File: src/rtl/vga_ram_arbiter.sv
// Cellular-RAM (async SRAM mode) arbiter between the display read port and the draw write port.
// One access per ACCESS_CYCLES+RECOVERY_CYCLES+1 clocks; requesters hold req until ack, writes win after STARVE_LIMIT reads.
module vga_ram_arbiter #(
  parameter int ADDR_W          = 26,
  parameter int DATA_W          = 16,
  parameter int ACCESS_CYCLES   = 2,
  parameter int RECOVERY_CYCLES = 1,
  parameter int STARVE_LIMIT    = 4
) (
  input  logic              clk,
  input  logic              resetn,
  input  logic              rd_req,
  input  logic [ADDR_W-1:0] rd_addr,
  output logic              rd_ack,
  output logic              rd_valid,
  output logic [DATA_W-1:0] rd_data,
  input  logic              wr_req,
  input  logic [ADDR_W-1:0] wr_addr,
  input  logic [DATA_W-1:0] wr_data,
  output logic              wr_ack,
  output logic              busy,
  output logic [ADDR_W-1:0] MemAdr,
  input  logic [DATA_W-1:0] mem_dq_in,
  output logic [DATA_W-1:0] mem_dq_out,
  output logic              mem_dq_oe,
  output logic              MemOE,
  output logic              MemWR,
  output logic              RamCS
);

  localparam int WAIT_W = $clog2(ACCESS_CYCLES + 1);
  localparam int REC_W  = $clog2(RECOVERY_CYCLES + 1);
  localparam int STV_W  = $clog2(STARVE_LIMIT + 1);

  typedef enum logic [1:0] {IDLE, RD_ACC, WR_ACC, RECOVER} state_t;

  state_t              state_q, state_d;
  logic [WAIT_W-1:0]   wait_q, wait_d;
  logic [REC_W-1:0]    rec_q, rec_d;
  logic [STV_W-1:0]    starve_q, starve_d;
  logic [ADDR_W-1:0]   adr_q, adr_d;
  logic [DATA_W-1:0]   dq_out_q, dq_out_d;
  logic                dq_oe_q, dq_oe_d;
  logic                oe_n_q, oe_n_d;
  logic                we_n_q, we_n_d;
  logic                cs_n_q, cs_n_d;
  logic                rd_ack_q, rd_ack_d;
  logic                wr_ack_q, wr_ack_d;
  logic                rd_valid_q, rd_valid_d;
  logic [DATA_W-1:0]   rd_data_q, rd_data_d;
  logic                busy_q, busy_d;
  logic                grant_wr;

  assign grant_wr = wr_req && (!rd_req || (starve_q == STV_W'(STARVE_LIMIT)));

  always_comb begin
    state_d    = state_q;
    wait_d     = wait_q;
    rec_d      = rec_q;
    starve_d   = starve_q;
    adr_d      = adr_q;
    dq_out_d   = dq_out_q;
    dq_oe_d    = dq_oe_q;
    oe_n_d     = oe_n_q;
    we_n_d     = we_n_q;
    cs_n_d     = cs_n_q;
    rd_data_d  = rd_data_q;
    rd_ack_d   = 1'b0;
    wr_ack_d   = 1'b0;
    rd_valid_d = 1'b0;

    case (state_q)
      IDLE: begin
        if (grant_wr) begin
          state_d  = WR_ACC;
          adr_d    = wr_addr;
          dq_out_d = wr_data;
          dq_oe_d  = 1'b1;
          we_n_d   = 1'b0;
          cs_n_d   = 1'b0;
          wr_ack_d = 1'b1;
          wait_d   = WAIT_W'(ACCESS_CYCLES - 1);
          starve_d = '0;
        end else if (rd_req) begin
          state_d  = RD_ACC;
          adr_d    = rd_addr;
          oe_n_d   = 1'b0;
          cs_n_d   = 1'b0;
          rd_ack_d = 1'b1;
          wait_d   = WAIT_W'(ACCESS_CYCLES - 1);
          // Count reads that bypass a waiting write; saturate so the write wins next.
          if (!wr_req)
            starve_d = '0;
          else if (starve_q != STV_W'(STARVE_LIMIT))
            starve_d = starve_q + STV_W'(1);
        end else begin
          starve_d = '0;
        end
      end

      RD_ACC: begin
        if (wait_q == '0) begin
          rd_data_d  = mem_dq_in;
          rd_valid_d = 1'b1;
          oe_n_d     = 1'b1;
          cs_n_d     = 1'b1;
          rec_d      = REC_W'(RECOVERY_CYCLES - 1);
          state_d    = RECOVER;
        end else begin
          wait_d = wait_q - WAIT_W'(1);
        end
      end

      WR_ACC: begin
        // Bus drive is kept on into the first recovery cycle for data hold after WE# rises.
        if (wait_q == '0) begin
          we_n_d  = 1'b1;
          cs_n_d  = 1'b1;
          rec_d   = REC_W'(RECOVERY_CYCLES - 1);
          state_d = RECOVER;
        end else begin
          wait_d = wait_q - WAIT_W'(1);
        end
      end

      RECOVER: begin
        dq_oe_d  = 1'b0;
        dq_out_d = '0;
        if (rec_q == '0)
          state_d = IDLE;
        else
          rec_d = rec_q - REC_W'(1);
      end

      default: state_d = IDLE;
    endcase

    busy_d = (state_d != IDLE);
  end

  always_ff @(posedge clk) begin
    if (!resetn) begin
      state_q    <= IDLE;
      wait_q     <= '0;
      rec_q      <= '0;
      starve_q   <= '0;
      adr_q      <= '0;
      dq_out_q   <= '0;
      dq_oe_q    <= 1'b0;
      oe_n_q     <= 1'b1;
      we_n_q     <= 1'b1;
      cs_n_q     <= 1'b1;
      rd_ack_q   <= 1'b0;
      wr_ack_q   <= 1'b0;
      rd_valid_q <= 1'b0;
      rd_data_q  <= '0;
      busy_q     <= 1'b0;
    end else begin
      state_q    <= state_d;
      wait_q     <= wait_d;
      rec_q      <= rec_d;
      starve_q   <= starve_d;
      adr_q      <= adr_d;
      dq_out_q   <= dq_out_d;
      dq_oe_q    <= dq_oe_d;
      oe_n_q     <= oe_n_d;
      we_n_q     <= we_n_d;
      cs_n_q     <= cs_n_d;
      rd_ack_q   <= rd_ack_d;
      wr_ack_q   <= wr_ack_d;
      rd_valid_q <= rd_valid_d;
      rd_data_q  <= rd_data_d;
      busy_q     <= busy_d;
    end
  end

  assign rd_ack     = rd_ack_q;
  assign wr_ack     = wr_ack_q;
  assign rd_valid   = rd_valid_q;
  assign rd_data    = rd_data_q;
  assign busy       = busy_q;
  assign MemAdr     = adr_q;
  assign mem_dq_out = dq_out_q;
  assign mem_dq_oe  = dq_oe_q;
  assign MemOE      = oe_n_q;
  assign MemWR      = we_n_q;
  assign RamCS      = cs_n_q;

endmodule

File: config.mk
export PLATFORM = sky130hd
export DESIGN_NAME = vga_ram_arbiter
export DESIGN_NICKNAME = d
export VERILOG_FILES = /design/src/rtl/vga_ram_arbiter.sv
export SDC_FILE = /design/constraint.sdc
export NUM_CORES = 1
export LEC_CHECK = 0
export CAP_MARGIN = 25
export CORE_MARGIN = 3
export CORE_UTILIZATION = 30
export CTS_CLUSTER_DIAMETER = 30
export DETAILED_ROUTE_END_ITERATION = 7
export PLACE_DENSITY = 0.59
export SLEW_MARGIN = 20
export SYNTH_ARGS = -nofsm -noshare
export SYNTH_HDL_FRONTEND = slang
export SYNTH_SLANG_ARGS = --single-unit
File: constraint.sdc
create_clock -name clk -period 5 [get_ports clk]
set_input_delay 0.5 -clock clk [delete_from_list [all_inputs] [get_ports clk]]
set_output_delay 0.5 -clock clk [all_outputs]
set_load 0.02 [all_outputs]
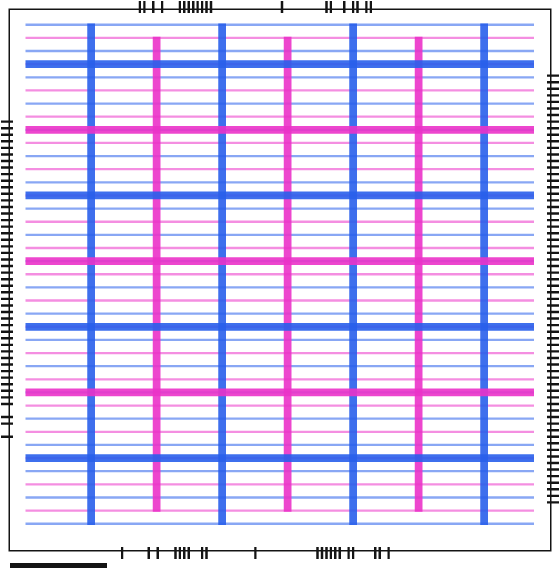
**Above:** PDN straps and rails.
Bar = 20 um. Pins as bars on the die edge.
| net | color |
|---|---|
| VSS | blue |
| VDD | magenta |
met4 straps: 7
met1 rails: 39
signal pins: 154
rows: 38
met5 straps: 7

==> Flow_metrics.wiki <==
=== Synthesis and place and route ===
{| class="wikitable"
! Metric !! Value
|-
| Worst vdd rail ir drop || 196 uV
|-
| Post-route setup slack || 2620 ps
|-
| Startpoint type of the worst setup path || flop
|-
| End point of the most critical hold path || rd_data[12]
|-
| Critical path capture point || MemAdr[6]
|-
| Power density of the placed cells || 398 nW/um^2
|-
| Comb_multi_in || 267
|-
| Power Combinational || 0.784 mW
|-
| Number of cell rows || 38
|-
| Diodes inserted || 0
|-
| Non-clock buffering overhead || 0.306
|-
| Total clock network power || 0.532 mW
|-
| Most used logic cell in the final layout || sky130_fd_sc_hd__clkdlybuf4s50_1
|-
| Clk_buf instances || 11
|-
| Met1 layer wirelength in the final routing || 4.89 mm
|-
| Routed wire length per instance || 16.0 um
|-
| Mean instance size in the synthesized netlist || 8.60 sq um
|-
| Well Taps || 140
|-
| Clk slew on worst S/H paths || 80 ps
|-
| Outcome || finished clean
|}
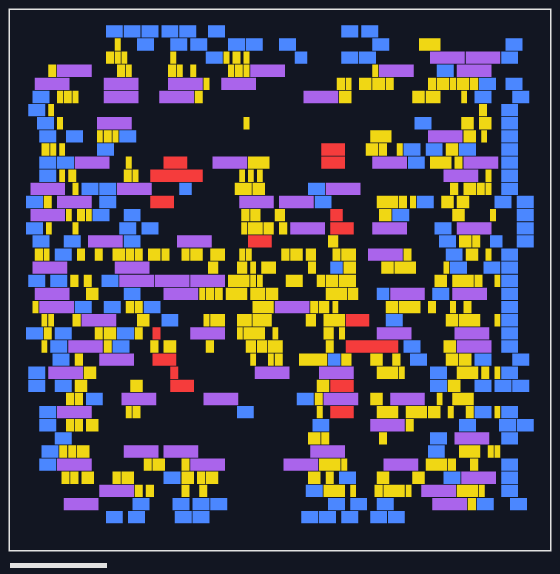
**Above:** placed cells, one color a class.
Bar = 20 um.
| class | color | cells |
|---|---|---|
| other buffers and delay cells | blue | 159 |
| clock drivers and dummy loads | red | 16 |
| combinational and other logic | yellow | 277 |
| flops | purple | 73 |

cell families after synthesis:
kind of cell | Yosys count | share of synthesized area
compound gates | 152 | 0.319
simple gates | 107 | 0.146
flops | 73 | 0.435
buf+inv | 51 | 0.0711
fa+ha+maj | 7 | 0.0261
mux | 1 | 0.00335
flip-flops by register name, summed over array words and instances (netlist names), 2 cells and up:
name,flops
MemAdr,26
mem_dq_out,16
rd_data,16
starve_q,3
state_q,2
wait_q,2
per-stage QoR:
step	cell area, sq um	util	power, mW
2_1_floorplan	3360	-	1.21
3_3_place_gp	4920	0.452	1.53
3_5_place_dp	4920	0.452	1.54
4_1_cts	5150	0.473	2.08
5_1_grt	5150	0.473	2.17
6_report	5150	0.473	2.05
Power is estimated from default activity; no workload was simulated.
